--- config.mk ---
export PLATFORM = sky130hd
export DESIGN_NAME = stack_address_unit
export DESIGN_NICKNAME = d
export VERILOG_FILES = /design/src/rtl/stack_address_unit.sv
export SDC_FILE = /design/constraint.sdc
export NUM_CORES = 1
export LEC_CHECK = 0
export ABC_AREA = 1
export CORE_UTILIZATION = 55
export CTS_BUF_LIST = sky130_fd_sc_hd__clkbuf_2
export CTS_CLUSTER_DIAMETER = 150
export DETAILED_ROUTE_END_ITERATION = 12
export PLACE_DENSITY = 0.8
export SYNTH_ARGS = -nofsm -noshare
export SYNTH_HDL_FRONTEND = slang
export SYNTH_SLANG_ARGS = --single-unit
--- constraint.sdc ---
create_clock -name clock -period 8.65 [get_ports clock]
set_input_delay 0.865 -clock clock [delete_from_list [all_inputs] [get_ports clock]]
set_output_delay 0.865 -clock clock [all_outputs]
set_load 0.05 [all_outputs]
--- src/rtl/stack_address_unit.sv ---
// stack_address_unit
// Registered program counter plus one downward-growing stack pointer per
// execution context (context 0 is kernel). PUSH/POP commands, single or
// multi-word, are accepted from the control unit and turned into a sequence
// of data-memory beats. Range checks are all-or-nothing at acceptance.
//
// Handshake rules (both ports are strict valid/ready):
//   - Command port: a command transfers on the rising edge where
//     cmd_valid && cmd_ready. cmd_ready is high only while the FSM is IDLE.
//   - Memory port: a beat transfers on the rising edge where
//     mem_valid && mem_ready. While mem_ready is low, mem_valid,
//     mem_write and output_address hold stable; the SP moves only when a
//     beat transfers.
module stack_address_unit #(
    parameter int ADDR_WIDTH   = 32,
    parameter int NUM_CONTEXTS = 2,
    parameter int CTX_WIDTH    = 1,
    parameter int STACK_BASE   = 4096,
    parameter int STACK_DEPTH  = 2048,
    parameter int LEN_WIDTH    = 4,
    parameter logic [ADDR_WIDTH-1:0] PC_RESET = '0
) (
    input  logic                  clock,
    input  logic                  reset,
    input  logic                  cmd_valid,
    output logic                  cmd_ready,
    input  logic [2:0]            control,
    input  logic [CTX_WIDTH-1:0]  context_id,
    input  logic [LEN_WIDTH-1:0]  burst_len,
    input  logic [ADDR_WIDTH-1:0] input_address,
    input  logic                  pc_enable,
    input  logic                  should_branch,
    output logic                  mem_valid,
    output logic                  mem_write,
    input  logic                  mem_ready,
    output logic [ADDR_WIDTH-1:0] output_address,
    output logic [ADDR_WIDTH-1:0] instruction_address,
    output logic [ADDR_WIDTH-1:0] current_SP,
    output logic                  overflow,
    output logic                  underflow,
    output logic [1:0]            fsm_state
);

    typedef enum logic [1:0] {
        ST_IDLE  = 2'd0,
        ST_BURST = 2'd1
    } state_t;

    localparam logic [2:0] OP_PUSH       = 3'd1;
    localparam logic [2:0] OP_POP        = 3'd2;
    localparam logic [2:0] OP_SP_LOAD    = 3'd3;
    localparam logic [2:0] OP_PUSH_MULTI = 3'd4;
    localparam logic [2:0] OP_POP_MULTI  = 3'd5;
    localparam logic [2:0] OP_SP_CLEAR   = 3'd6;

    localparam logic [CTX_WIDTH:0] NUM_CTX_W = (CTX_WIDTH+1)'(NUM_CONTEXTS);

    // Lowest legal stack address of context i.
    function automatic logic [ADDR_WIDTH-1:0] ctx_lo(input int i);
        return ADDR_WIDTH'(STACK_BASE + i * STACK_DEPTH);
    endfunction

    // SP value of an empty stack for context i (one above the top word).
    function automatic logic [ADDR_WIDTH-1:0] ctx_empty(input int i);
        return ADDR_WIDTH'(STACK_BASE + (i + 1) * STACK_DEPTH);
    endfunction

    state_t                state;
    logic [ADDR_WIDTH-1:0] sp [NUM_CONTEXTS];
    logic [ADDR_WIDTH-1:0] pc;
    logic [CTX_WIDTH-1:0]  ctx_q;
    logic                  push_q;
    logic [LEN_WIDTH-1:0]  remaining;

    logic                  ctx_ok;
    logic                  accept;
    logic                  beat_done;
    logic                  is_push_cmd;
    logic                  is_pop_cmd;
    logic [LEN_WIDTH-1:0]  eff_len;
    logic [ADDR_WIDTH-1:0] len_ext;
    logic [ADDR_WIDTH-1:0] sel_sp;
    logic [ADDR_WIDTH-1:0] cur_lo;
    logic [ADDR_WIDTH-1:0] cur_empty;
    logic [ADDR_WIDTH-1:0] free_words;
    logic [ADDR_WIDTH-1:0] used_words;
    logic                  push_too_big;
    logic                  pop_too_big;
    logic [ADDR_WIDTH-1:0] burst_sp;
    logic [ADDR_WIDTH-1:0] beat_addr;

    // Command decode, per-context limits and range check for the IDLE command.
    always_comb begin
        ctx_ok      = ({1'b0, context_id} < NUM_CTX_W);
        accept      = cmd_valid && cmd_ready;
        beat_done   = mem_valid && mem_ready;
        is_push_cmd = (control == OP_PUSH) || (control == OP_PUSH_MULTI);
        is_pop_cmd  = (control == OP_POP)  || (control == OP_POP_MULTI);
        eff_len     = '0;
        if ((control == OP_PUSH) || (control == OP_POP)) begin
            eff_len = LEN_WIDTH'(1);
        end else if ((control == OP_PUSH_MULTI) || (control == OP_POP_MULTI)) begin
            eff_len = burst_len;
        end
        len_ext   = ADDR_WIDTH'(eff_len);
        sel_sp    = ctx_ok ? sp[context_id] : '0;
        cur_lo    = ctx_lo(int'(context_id));
        cur_empty = ctx_empty(int'(context_id));
        // An SP_LOAD may place the SP outside its window; clamp so the
        // subtractions below never wrap into a huge free/used count.
        free_words   = (sel_sp > cur_lo)    ? (sel_sp - cur_lo)    : '0;
        used_words   = (sel_sp < cur_empty) ? (cur_empty - sel_sp) : '0;
        push_too_big = len_ext > free_words;
        pop_too_big  = len_ext > used_words;
    end

    // Memory-side address: the active beat while bursting, pass-through otherwise.
    always_comb begin
        burst_sp       = sp[ctx_q];
        beat_addr      = push_q ? (burst_sp - ADDR_WIDTH'(1)) : burst_sp;
        output_address = (state == ST_BURST) ? beat_addr : input_address;
        current_SP     = (state == ST_BURST) ? burst_sp : sel_sp;
        cmd_ready      = (state == ST_IDLE);
        fsm_state      = state;
    end

    // Program counter: increments or branches whenever enabled, independent of the stack FSM.
    always_ff @(posedge clock or posedge reset) begin
        if (reset) begin
            pc <= PC_RESET;
        end else if (pc_enable) begin
            pc <= should_branch ? input_address : (pc + ADDR_WIDTH'(1));
        end
    end

    assign instruction_address = pc;

    // Stack FSM: command acceptance, range rejection, beat sequencing and SP updates.
    always_ff @(posedge clock or posedge reset) begin
        if (reset) begin
            state     <= ST_IDLE;
            ctx_q     <= '0;
            push_q    <= 1'b0;
            remaining <= '0;
            mem_valid <= 1'b0;
            mem_write <= 1'b0;
            overflow  <= 1'b0;
            underflow <= 1'b0;
            for (int i = 0; i < NUM_CONTEXTS; i++) begin
                sp[i] <= ctx_empty(i);
            end
        end else begin
            // Fault flags are single-cycle pulses.
            overflow  <= 1'b0;
            underflow <= 1'b0;
            case (state)
                ST_IDLE: begin
                    if (accept && ctx_ok) begin
                        if (is_push_cmd || is_pop_cmd) begin
                            // Zero length is accepted and does nothing.
                            if (eff_len != '0) begin
                                if (is_push_cmd && push_too_big) begin
                                    overflow <= 1'b1;
                                end else if (is_pop_cmd && pop_too_big) begin
                                    underflow <= 1'b1;
                                end else begin
                                    state     <= ST_BURST;
                                    ctx_q     <= context_id;
                                    push_q    <= is_push_cmd;
                                    remaining <= eff_len;
                                    mem_valid <= 1'b1;
                                    mem_write <= is_push_cmd;
                                end
                            end
                        end else if (control == OP_SP_LOAD) begin
                            sp[context_id] <= input_address;
                        end else if (control == OP_SP_CLEAR) begin
                            sp[context_id] <= cur_empty;
                        end
                    end
                end
                ST_BURST: begin
                    if (beat_done) begin
                        sp[ctx_q] <= push_q ? (burst_sp - ADDR_WIDTH'(1))
                                            : (burst_sp + ADDR_WIDTH'(1));
                        remaining <= remaining - LEN_WIDTH'(1);
                        if (remaining == LEN_WIDTH'(1)) begin
                            state     <= ST_IDLE;
                            mem_valid <= 1'b0;
                            mem_write <= 1'b0;
                        end
                    end
                end
                default: begin
                    state     <= ST_IDLE;
                    mem_valid <= 1'b0;
                    mem_write <= 1'b0;
                end
            endcase
        end
    end

endmodule
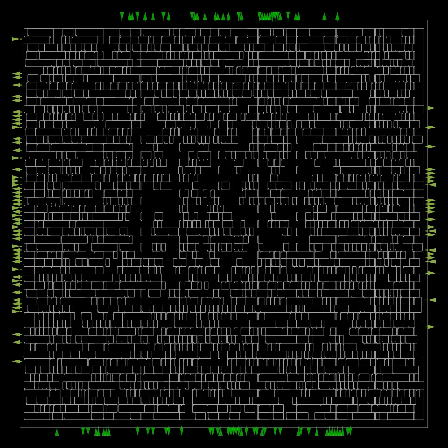
*Cell outlines without signal wires*
final core occ: 64.9%
row cnt: 51

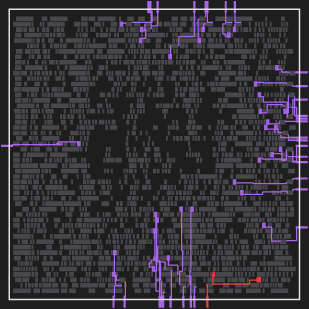
*Port wiring*
(2 px per um)
| color | port | direction | end cells | buffers | wire |
|---|---|---|---|---|---|
| purple | current_SP | output | 32 | 32 | 784 um |
| red | mem_ready | input | 2 | 1 | 36.3 um |
Port Buffer Count: 147
I/O pin total: 149

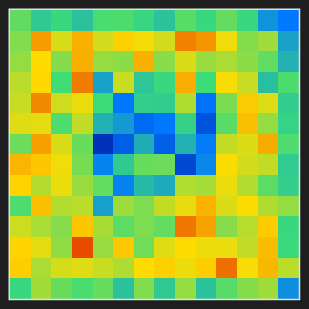
*Cell density map*
(2 px per um) 14 x 14 tiles, from dark blue (low) to red (high), 0 to 100% covered.
tiles over 75% full: 17%
emptiest ninth of the die: middle
fullest tile: 92%
mean over tiles: 60%
placeable core area: 0.0197 mm2
pre-placement core utilization: 56.8%

==> results.txt <==
yosys + openroad results -> Top cells excl fill/tap=nand2_1, inv_1, o21ai_0, number of gates resized after cts=0, Clk network pwr share=~4.8%, Layout fillers=around 1,900, result of the run=finished clean, cell type group with the largest total delay on the critical path=buffers and inverters, delay of the slowest cell on the worst path=slightly above 0.9 ns, final sum of negative setup slack=0 ns, Max VDD drop=~0.25 mV, clock tree from TritonCTS=yes, LEAKAGE=about 5.7 nW, worst path bufs/invs=3, CP max FO=37, arithmetic-cell share of the synthesized area counting full adders, half adders and majority gates=between 1.5 and 2%, worst path cell trace=buf_4, nand2_1, o21ai_1, ha_1, nand2_1, nor2_1, inv_1, nor2_1, nand4_1, xor2_1, o21ai_0, nand2_1, nand2_1, clkdlybuf4s50_1, area delta synth->final=14.3%, via count of the first global-routing pass=about 11,000, critical register-to-register path endpoint=sp[53], chip footprint=~0.021 mm2, Layout Cells excl Fill=between 2,000 and 2,500, total half-perimeter wirelength after legalization and detailed placement=approximately 30 mm, synthesized area=about 0.011 mm2, clock-pin slew on the worst setup and hold paths=0.35 ns, yosys warning tally=0, leading cell type in the layout, fill and taps excluded=nand2_1, first-pass GRT wire length=a little over 60 mm, net load switching power=0.00344 W, detailed-routed wire length on met3=around 4.2 mm, Worst path depth=14, met2 layer usage reported by global route=61.8%, deepest level of the CTS H-tree=3, ys flop type=dfrtp_1, startpoint of the lowest-slack register-to-register path=mem_valid, worst path setup slack after routing=approximately 2.7 ns, horizontal extent of the die=approximately 140 um, fraction of layout instances using a drive strength above 1=between 8 and 9%, maximum buffer depth of the clock tree=2, Req. time, crit path=7.79 ns, hold crit path type=in -> async, share of total power in sequential cells=between 15 and 20%, met1 demand-to-capacity share in global routing=roughly half, ANT nets after route=0, routed via count=12,738, library cell occupying the most area in the post-synthesis netlist=dfrtp_1, largest cells by area after synthesis=dfrtp_1, nand2_1, o21ai_0, inv_1, nor2_1, GR peak layer=met2, Cell Count Post-Placement=2,147, buffers inserted by post-CTS timing repair=0, most prevalent standard cell on the critical path=nand2_1, final setup vio count=0, Mapped Avg Cell Area=a little over 6 um2, Pins Over Slew Limit=0, y dimension of the die=roughly 140 um, reg-to-reg setup timing slack=about 4.3 ns, number of CTS-inserted buffers=9, FFs w/ async S/R, synth=100%, Pre-antenna DRT Iters=6, type of destination of the critical path=primary output, global router's overall resource usage=about 39%, worst slew pin tran=roughly 0.95 ns, combinational family with the most area after synthesis=simple AND/OR/NAND/NOR gates, yosys stat cell total=~1,800, Sinks on Clock Net=106, arrival time at the worst endpoint=between 5 and 6 ns, number of nets at floorplan=~1,900, Post-route DRC=0, count of tool warnings=29, launching element type of the critical path=register, Switching Fraction=roughly 63%, Post-Route Skew=roughly 0.074 ns, Nets=just under 2,000, met3 Track Usage GR=7.91%, post-synthesis compound-gate area fraction=between 20 and 25%, Hold Buf Count CTS=0, Post-Route M1 WL=between 15 and 20 mm, share of the clock period used by the worst path=approximately 69%, combinational power share=between 70% and 80%, sum of met2 wire segment lengths after detailed routing=between 15 and 20 mm, crit path launch=ctx_q, critical path start-end classification=reg -> out, pin count of the biggest net entering global routing=around 71, Detailed Route Iter0 Violations=between 1,000 and 1,500, hold violation count in the final report=0, post-synth area from yosys stat=approximately 0.011 mm2, clock root buffer=clkbuf_2, overall routed net length=around 40 mm, number of instances in the synthesized netlist=roughly 1,800
-- cell type report --
type / instances / area (um2) / area share [%]
diodes: 1 / 2.50 / 0.0196
clock buffers: 10 / 50.0 / 0.392
clock inverters: 6 / 75.1 / 0.589
inverters: 214 / 808 / 6.34
multi-input cells: 1400 / 7250 / 56.8
flip-flops and latches: 106 / 2660 / 20.8
well taps: 265 / 332 / 2.60
repair buffers: 162 / 1580 / 12.4
-- synth_stat cells (14+ instances only) --
master / number
a21oi_1: 70
a22oi_1: 29
a31oi_1: 14
buf_1: 14
clkbuf_1: 49
dfrtp_1: 103
ha_1: 15
inv_1: 201
nand2_1: 512
nand2_2: 22
nand3_1: 94
nand4_1: 26
nor2_1: 160
nor2_2: 15
nor3_1: 33
o21ai_0: 177
o21ai_1: 33
o21ai_2: 27
o22ai_1: 16
xor2_1: 61
-- power groups by stage --
stage          clock network [W]  logic (W)  registers [W]
2_1_floorplan                  0    0.00304       0.000867
3_3_place_gp                   0    0.00421       0.000832
3_5_place_dp                   0    0.00425       0.000840
5_1_grt                 0.000281    0.00466       0.000857
4_1_cts                 0.000265    0.00426       0.000829
6_report                0.000262    0.00433       0.000837
-- per-stage QoR --
stage / power (W) / hold slack, ns / instance area (um2)
2_1_floorplan: 0.00390 / 0.464 / 11200
3_3_place_gp: 0.00504 / 0.460 / 12600
3_5_place_dp: 0.00508 / 0.469 / 12600
4_1_cts: 0.00536 / 0.482 / 12800
5_1_grt: 0.00580 / 0.549 / 12800
6_report: 0.00543 / 0.495 / 12800
-- flip-flops by register name, summed over array words and instances, names as in the netlist --
name	flops
mem_write	1
overflow	1
underflow	1
instruction_address	32
mem_valid	1
push_q	1
sp	64
ctx_q	1
remaining	4
Power is estimated from default activity; no workload was simulated.
